## src/rtl/nibble_serial_subtractor.sv

```systemverilog
// Serial subtractor: diff = a - b - b_in, one nibble per clock through a single
// 4-bit carry-lookahead slice, with a start/busy/done handshake.
module nibble_serial_subtractor #(
    parameter int WIDTH = 8
) (
    input  logic             clk,
    input  logic             rst_n,
    input  logic             start,
    input  logic [WIDTH-1:0] a,
    input  logic [WIDTH-1:0] b,
    input  logic             b_in,
    output logic             busy,
    output logic             done,
    output logic [WIDTH-1:0] diff,
    output logic             b_out,
    output logic             ovf
);

    // Handshake: start is sampled only on an edge where busy=0 (IDLE or DONE);
    // done pulses for one cycle when diff/b_out/ovf have just been updated.
    localparam int NIB  = WIDTH / 4;
    localparam int IDXW = (NIB > 1) ? $clog2(NIB) : 1;
    localparam logic [IDXW-1:0] IDX_LAST = IDXW'(NIB - 1);

    typedef enum logic [1:0] {
        IDLE = 2'd0,
        RUN  = 2'd1,
        DONE = 2'd2
    } state_t;

    state_t           state;
    logic [WIDTH-1:0] a_sh;
    logic [WIDTH-1:0] b_sh;
    logic             a_msb;
    logic             b_msb;
    logic             carry_reg;
    logic [IDXW-1:0]  idx;
    logic [WIDTH-1:0] res;

    logic [3:0]       nib_a;
    logic [3:0]       nib_b;
    logic [3:0]       g;
    logic [3:0]       p;
    logic [4:0]       c;
    logic [3:0]       sum;
    logic [WIDTH-1:0] res_next;

    // CLA slice: subtraction as a + ~b + carry, carry=1 meaning "no borrow".
    always_comb begin
        nib_a = a_sh[3:0];
        nib_b = ~b_sh[3:0];
        g     = nib_a & nib_b;
        p     = nib_a ^ nib_b;
        c[0]  = carry_reg;
        c[1]  = g[0] | (p[0] & c[0]);
        c[2]  = g[1] | (p[1] & g[0]) | (p[1] & p[0] & c[0]);
        c[3]  = g[2] | (p[2] & g[1]) | (p[2] & p[1] & g[0])
              | (p[2] & p[1] & p[0] & c[0]);
        c[4]  = g[3] | (p[3] & g[2]) | (p[3] & p[2] & g[1])
              | (p[3] & p[2] & p[1] & g[0]) | (p[3] & p[2] & p[1] & p[0] & c[0]);
        sum   = p ^ c[3:0];
        // New nibble enters at the top; after NIB steps the LSB nibble sits at bit 0.
        res_next = WIDTH'({sum, res} >> 4);
    end

    always_ff @(posedge clk or negedge rst_n) begin
        if (!rst_n) begin
            state     <= IDLE;
            a_sh      <= '0;
            b_sh      <= '0;
            a_msb     <= 1'b0;
            b_msb     <= 1'b0;
            carry_reg <= 1'b0;
            idx       <= '0;
            res       <= '0;
            busy      <= 1'b0;
            done      <= 1'b0;
            diff      <= '0;
            b_out     <= 1'b0;
            ovf       <= 1'b0;
        end else begin
            done <= 1'b0;
            case (state)
                IDLE, DONE: begin
                    if (start) begin
                        a_sh      <= a;
                        b_sh      <= b;
                        a_msb     <= a[WIDTH-1];
                        b_msb     <= b[WIDTH-1];
                        carry_reg <= ~b_in;
                        idx       <= '0;
                        busy      <= 1'b1;
                        state     <= RUN;
                    end else begin
                        state <= IDLE;
                    end
                end
                RUN: begin
                    res       <= res_next;
                    a_sh      <= a_sh >> 4;
                    b_sh      <= b_sh >> 4;
                    carry_reg <= c[4];
                    idx       <= idx + 1'b1;
                    if (idx == IDX_LAST) begin
                        diff  <= res_next;
                        b_out <= ~c[4];
                        ovf   <= (a_msb != b_msb) && (sum[3] != a_msb);
                        done  <= 1'b1;
                        busy  <= 1'b0;
                        state <= DONE;
                    end
                end
                default: begin
                    busy  <= 1'b0;
                    state <= IDLE;
                end
            endcase
        end
    end

endmodule

```

## config.mk

```make
export PLATFORM = sky130hd
export DESIGN_NAME = nibble_serial_subtractor
export DESIGN_NICKNAME = d
export VERILOG_FILES = /design/src/rtl/nibble_serial_subtractor.sv
export SDC_FILE = /design/constraint.sdc
export NUM_CORES = 1
export LEC_CHECK = 0
export CAP_MARGIN = 25
export CORE_ASPECT_RATIO = 0.9
export CORE_MARGIN = 3
export CORE_UTILIZATION = 40
export CTS_CLUSTER_SIZE = 30
export DETAILED_ROUTE_END_ITERATION = 8
export HOLD_SLACK_MARGIN = 0.08
export PLACE_DENSITY = 0.67
export SLEW_MARGIN = 20
export SYNTH_ARGS = -nofsm -noshare
export SYNTH_HDL_FRONTEND = slang
export SYNTH_SLANG_ARGS = --single-unit
```

## constraint.sdc

```tcl
create_clock -name clk -period 2 [get_ports clk]
set_input_delay 0.2 -clock clk [delete_from_list [all_inputs] [get_ports clk]]
set_output_delay 0.2 -clock clk [all_outputs]
set_load 0.02 [all_outputs]
```

Fig. 1: run 1, met1 routing
Supply wires on this layer in gray.
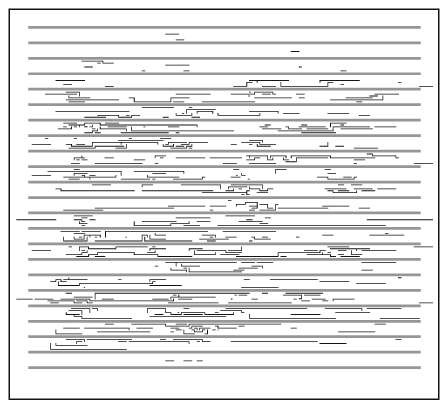
The layer holds 49% of the routed length. The wires run mostly horizontal.
total wirelength of the detailed-routed design: 3.29 mm
met1 global-route usage: 19.4%
via count: 1206

Fig. 2: run 1, metal 2
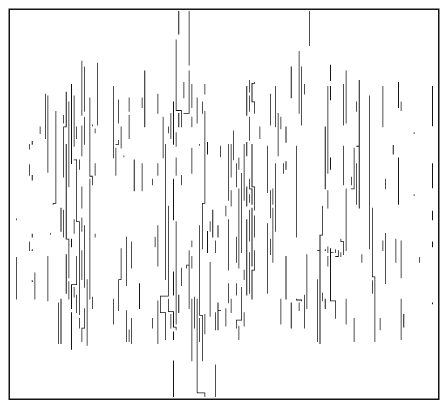
The layer holds 45% of the routed length. 177 nets have wire on it. The layer carries 1490 um of wire.
met2 layer usage reported by global route: 23.6%

Fig. 3: run 1, M3 wires
Bar = 20 um.
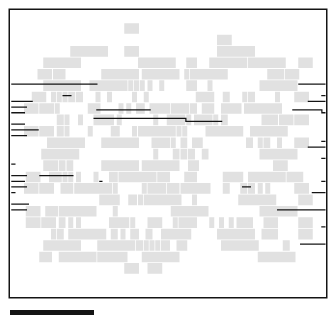
The wires run mostly horizontal. 30 nets have wire on it.
fraction of met3 tracks used by global routing: 3.96%

run 1: cell usage after synthesis (all sizes together), types with 2 or more instances:
| master | count |
|---|---|
| o21ai | 17 |
| a22o | 6 |
| mux2 | 5 |
| a31oi | 4 |
| a21oi | 6 |
| nand2 | 36 |
| ha | 4 |
| inv | 8 |
| nand2b | 2 |
| dfrtp | 38 |
| nor2 | 14 |
| nand3b | 2 |
| buf | 6 |
run 1: what timing repair did:
action / 4_1_cts / 5_1_grt
hold buffers: 1 / 0
setup endpoints to repair: 0 / 0
hold endpoints to repair: 38 / 0
run 1: worst reg2reg max path, delay by kind of cell, from the launching register on:
family          cells  cell delay (ns)
compound gates      3             0.47
buf+inv             1             0.13
fa+ha+maj           1             0.28
simple gates        1             0.28
flops               1             0.37
==> PnR_summary.wiki, run 1 <==
=== Synthesis and place and route ===
{| class="wikitable"
! Metric !! Value
|-
| Synth cell types || 32
|-
| Signal arrival time at the worst endpoint || 1.82 ns
|-
| Largest net degree at the start of global routing || 39
|-
| Total clock buffers created by CTS || 5
|-
| Cell depth of the worst flop-to-flop path || 6
|-
| Post-route minimum period || 1.62 ns
|-
| Number of enable-type register cells in the synthesized netlist || 0
|-
| Most area-hungry cell type in the Yosys netlist || dfrtp_1
|-
| Proportion of cell area occupied by registers || 45.0%
|-
| Antenna violations before repair || 0
|-
| Count of input and output buffers || 31
|-
| Placed wire-length estimate after detailed placement || 2.44 mm
|-
| Gr busiest metal || met2
|-
| Portion of the layout cell area used by clock cells || 3.73%
|-
| Launching element of the worst setup path || b_sh[0]
|-
| Number of vias per cell || 4.98
|-
| Routed length per placed instance || 13.6 um
|-
| Ant. Diodes || 0
|-
| Maximum clock path buffer count || 2
|-
| Gate count after technology mapping || 162
|-
| Chip Footprint || 0.00514 mm^2
|-
| Clk sink count || 38
|-
| Critical path buffers and inverters || 1
|-
| Number of max-slew violations in the final report || 0
|-
| Die Ht || 68.3 um
|-
| Gate power share || 49.7%
|-
| Placeable core region || 0.00413 mm^2
|-
| Endpoint with the worst hold slack || res[4]
|-
| Initial core utilization || 41.8%
|-
| Proportion of final cell area spent on non-clock buffers || 14.9%
|-
| Number of ports placed on the die boundary || 32
|-
| Worst Hold Depth || 2
|-
| Last element of the critical path || ovf
|-
| Int Pwr || 2.19 mW
|-
| Clock Skews || 0.00842 ns
|-
| Final count of negative-setup-slack endpoints || 0
|-
| Number of cells after detailed placement || 234
|-
| Outcome || completed
|-
| Total leakage power || 0.983 nW
|-
| Worst hold path type || reg2reg
|}
## Run 2: what changed since run 1
--- a/config.mk
+++ b/config.mk
@@ -12,7 +12,7 @@
 export CTS_CLUSTER_SIZE = 30
 export DETAILED_ROUTE_END_ITERATION = 8
 export HOLD_SLACK_MARGIN = 0.08
-export PLACE_DENSITY = 0.67
+export PLACE_DENSITY = 0.69
 export SLEW_MARGIN = 20
 export SYNTH_ARGS = -nofsm -noshare
 export SYNTH_HDL_FRONTEND = slang
==> constraint.sdc (replaced) <==
create_clock -name clk -period 1.4 [get_ports clk]
set_input_delay 0.14 -clock clk [delete_from_list [all_inputs] [get_ports clk]]
set_output_delay 0.14 -clock clk [all_outputs]
set_load 0.02 [all_outputs]
==> run 2 against run 1 <==
Net effect: sequential power rose by 47%; sequential share of layout area decreased by 4.9 points; via count is 6.5% higher; global-route usage rose by 1.2 points; utilization rose by 6.3 points; count of clock-buffer cells in the layout is 1 higher; largest cell class unchanged; cell count grew 4.1%; synthesized cell count did not move; the flow now finishes with violations (negative setup slack).
==> PnR_summary.wiki, run 2 <==
=== Synthesis and place and route ===
{| class="wikitable"
! Metric !! Value
|-
| Highest-count cells in the layout ignoring fill and taps || 37 x dfrtp_1, 36 x nand2_1, 23 x clkdlybuf4s50_1, 13 x nor2_1, 9 x buf_4 (was 38 x dfrtp_1, 36 x nand2_1, 30 x clkdlybuf4s50_1, 13 x nor2_1, 12 x o21ai_0)
|-
| Violation tally from detailed-route iteration zero || 44 (was 45)
|-
| Clock Skews || 0.00635 ns (was 0.00842 ns)
|-
| XOR Share, Synth || 0.507% (unchanged)
|-
| Total leakage power || 1.15 nW (was 0.983 nW)
|-
| Met2 layer usage reported by global route || 25.3% (was 23.6%)
|-
| Signal arrival time at the worst endpoint || 1.72 ns (was 1.82 ns)
|-
| Number of vias per cell || 5.10 (was 4.98)
|-
| Die Ht || 68.3 um (unchanged)
|-
| Total clock buffers created by CTS || 5 (unchanged)
|-
| Top cells by count, synth || 38 x dfrtp_1, 36 x nand2_1, 13 x nor2_1, 12 x o21ai_0, 8 x inv_1 (unchanged)
|-
| Worst hold path type || in2async (was reg2reg)
|-
| Number of max-slew violations in the final report || 0 (unchanged)
|-
| Ant. Diodes || 0 (unchanged)
|-
| Synth cell types || 32 (unchanged)
|-
| Clock tree root buffer cell || clkbuf_8 (unchanged)
|-
| Gate count after technology mapping || 162 (unchanged)
|-
| Number of ports placed on the die boundary || 32 (unchanged)
|-
| Violations in the final reports || negative setup slack
|-
| Largest net degree at the start of global routing || 39 (unchanged)
|-
| Total wirelength of the detailed-routed design || 3.65 mm (was 3.29 mm)
|-
| Mean instance size in the synthesized netlist || 10.7 um^2 (unchanged)
|-
| Number of enable-type register cells in the synthesized netlist || 0 (unchanged)
|-
| Antenna violations before repair || 0 (unchanged)
|-
| Routed length per placed instance || 14.5 um (was 13.6 um)
|-
| Most common cell in the synthesized netlist || dfrtp_1 (unchanged)
|-
| Last element of the critical path || diff[7] (was ovf)
|-
| Ys flop type || dfrtp_1 (unchanged)
|-
| Via count || 1284 (was 1206)
|-
| Clk sink count || 38 (unchanged)
|-
| Cell depth of the worst flop-to-flop path || 5 (was 6)
|-
| Placeable core region || 0.00413 mm^2 (unchanged)
|-
| Initial core utilization || 41.8% (unchanged)
|-
| Setup slack after layout || -0.112 ns (was 0.384 ns)
|-
| Count of input and output buffers || 31 (unchanged)
|-
| Met1 global-route usage || 20.6% (was 19.4%)
|-
| Final count of negative-setup-slack endpoints || 4 (was 0)
|-
| Maximum clock path buffer count || 2 (unchanged)
|-
| Post-route standard cell area excluding fillers || 0.00237 mm^2 (was 0.00211 mm^2)
|-
| Fraction of met3 tracks used by global routing || 4.26% (was 3.96%)
|-
| Final Power || 6.34 mW (was 3.67 mW)
|-
| Hold-fix buffers, CTS || 0 (was 1)
|-
| Critical path buffers and inverters || 0 (was 1)
|-
| Launching element of the worst setup path || a_sh[0] (was b_sh[0])
|-
| Outcome || complete, but fails checks (was completed)
|-
| Chip Footprint || 0.00514 mm^2 (unchanged)
|-
| Placed wire-length estimate after detailed placement || 2.48 mm (was 2.44 mm)
|-
| Post-route minimum period || 1.51 ns (was 1.62 ns)
|-
| Most area-hungry cell type in the Yosys netlist || dfrtp_1 (unchanged)
|}
[run 2: report_power, final]
part           internal (mW)  total [mW]  switching (mW)
clock network          0.379       0.719           0.340
registers               1.63        2.01           0.387
logic                   1.78        3.61            1.82
total                   3.79        6.34            2.55
[run 2: per-stage QoR]
stage,util (%),setup slack (ns),instances
6_report,57.5,-0.112,252
5_1_grt,57.5,-0.149,252
4_1_cts,55.9,-0.0487,251
3_5_place_dp,52.2,-0.0824,242
3_3_place_gp,52.2,-0.0219,242
2_1_floorplan,-,0.00131,162
[run 2: cell type report]
class	count	area [um^2]
fill	338	1750
inverter	8	30.0
tap	48	60.1
sequential	38	952
clock buffer	6	82.6
timing repair buffer	43	445
multi-input combinational	109	805
Fig. 4: run 2, met1 routing
Supply wires on this layer in gray.
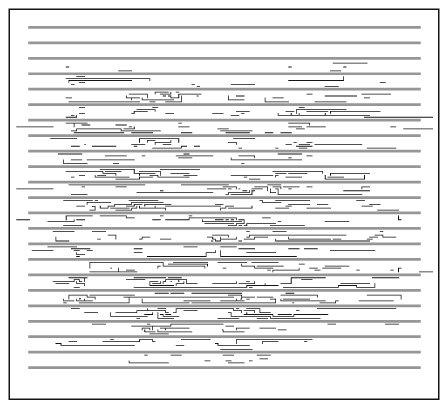
The wires run mostly horizontal. The layer holds 42% of the routed length.

## Run 3: what changed since run 2
--- a/config.mk
+++ b/config.mk
@@ -13,6 +13,7 @@
 export DETAILED_ROUTE_END_ITERATION = 8
 export HOLD_SLACK_MARGIN = 0.08
 export PLACE_DENSITY = 0.69
+export SKIP_LAST_GASP = 1
 export SLEW_MARGIN = 20
 export SYNTH_ARGS = -nofsm -noshare
 export SYNTH_HDL_FRONTEND = slang
Fig. 5: run 3, gate-type map
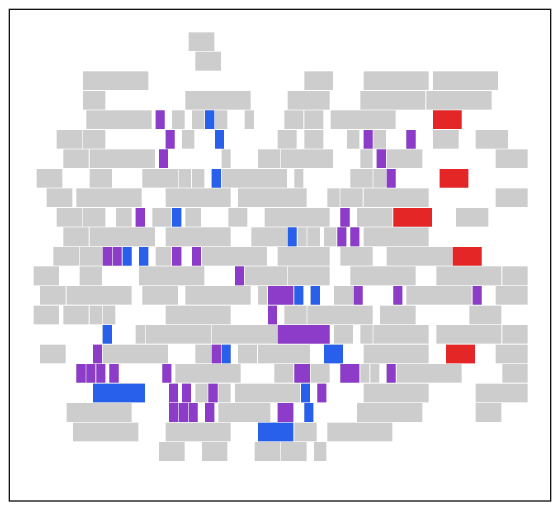
Key: NAND gates = purple [cells 41]; NOR gates = blue [cells 16]; multiplexers = red [cells 5]
fraction of standard cell area in multi-input logic: 33.8%
Post-Layout Cell Count: 252
Top cell excl fill/tap: dfrtp_1

==> run 3 against run 2 <==
Net effect: the run still ends with negative setup slack left; flip-flop count is the same; setup slack gained 0.018 ns; non-clock buffer count is the same; register-to-register slack gained 0.02 ns; largest cell class unchanged.
==> PnR_summary.wiki, run 3 <==
=== Synthesis and place and route ===
{| class="wikitable"
! Metric !! Value
|-
| Final Power || 6.29 mW (was 6.34 mW)
|-
| Placed wire-length estimate after detailed placement || 2.48 mm (unchanged)
|-
| Routed length per placed instance || 14.2 um (was 14.5 um)
|-
| Via count || 1257 (was 1284)
|-
| Register share of total power || 32.0% (was 31.8%)
|-
| Cell depth of the worst flop-to-flop path || 5 (unchanged)
|-
| Total clock buffers created by CTS || 5 (unchanged)
|-
| Mean instance size in the synthesized netlist || 10.7 um^2 (unchanged)
|-
| Antenna violations before repair || 0 (unchanged)
|-
| Number of vias per cell || 4.99 (was 5.10)
|-
| XOR Share, Synth || 0.507% (unchanged)
|-
| Outcome || complete, but fails checks (unchanged)
|-
| Gr busiest metal || met2 (unchanged)
|-
| Gate count after technology mapping || 162 (unchanged)
|-
| Ys flop type || dfrtp_1 (unchanged)
|-
| Top power group || combinational logic (unchanged)
|-
| Most area-hungry cell type in the Yosys netlist || dfrtp_1 (unchanged)
|-
| Met2 layer usage reported by global route || 24.2% (was 25.3%)
|-
| Int Pwr || 3.78 mW (was 3.79 mW)
|-
| Ant. Diodes || 0 (unchanged)
|-
| Gate power share || 56.6% (was 56.9%)
|-
| Sequential power || 2.01 mW (about the same)
|-
| Violations in the final reports || negative setup slack (unchanged)
|-
| Combinational group power || 3.56 mW (was 3.61 mW)
|-
| Launching element of the worst setup path || a_sh[0] (unchanged)
|-
| Post-route standard cell area excluding fillers || 0.00237 mm^2 (about the same)
|-
| Maximum clock path buffer count || 2 (unchanged)
|-
| Highest-count cells in the layout ignoring fill and taps || 37 x dfrtp_1, 36 x nand2_1, 23 x clkdlybuf4s50_1, 13 x nor2_1 (was 37 x dfrtp_1, 36 x nand2_1, 23 x clkdlybuf4s50_1, 13 x nor2_1, 9 x buf_4)
|-
| Number of max-slew violations in the final report || 0 (unchanged)
|-
| Die Ht || 68.3 um (unchanged)
|-
| Setup slack after layout || -0.0943 ns (was -0.112 ns)
|-
| Total leakage power || 1.15 nW (about the same)
|-
| Sw Share || 39.9% (was 40.2%)
|-
| Final count of negative-setup-slack endpoints || 6 (was 4)
|-
| Power of the clock network || 716 uW (was 719 uW)
|-
| Worst hold path type || in2async (unchanged)
|}
-- run 3: worst register-to-register path, stage by stage (launching register included) --
cell	delay [ns]
dfrtp_2	0.44
ha_4	0.31
a211oi_4	0.06
o21a_1	0.22
or2_4	0.25
o21ai_2	0.13
-- run 3: area by class of cell --
cell class | instances | area (um^2)
sequential | 38 | 952
multi-input combinational | 109 | 801
timing repair buffer | 43 | 445
inverter | 8 | 30.0
clock buffer | 6 | 82.6
tap | 48 | 60.1
fill | 343 | 1760
-- run 3: repair_timing --
item                       4_1_cts  5_1_grt
pin swaps                        6        6
setup buffers                    3        1
gates resized                    9       17
setup endpoints to repair        6       17
cloned                           0        0
No activity file was given, so power comes from the tool's default toggle rates.
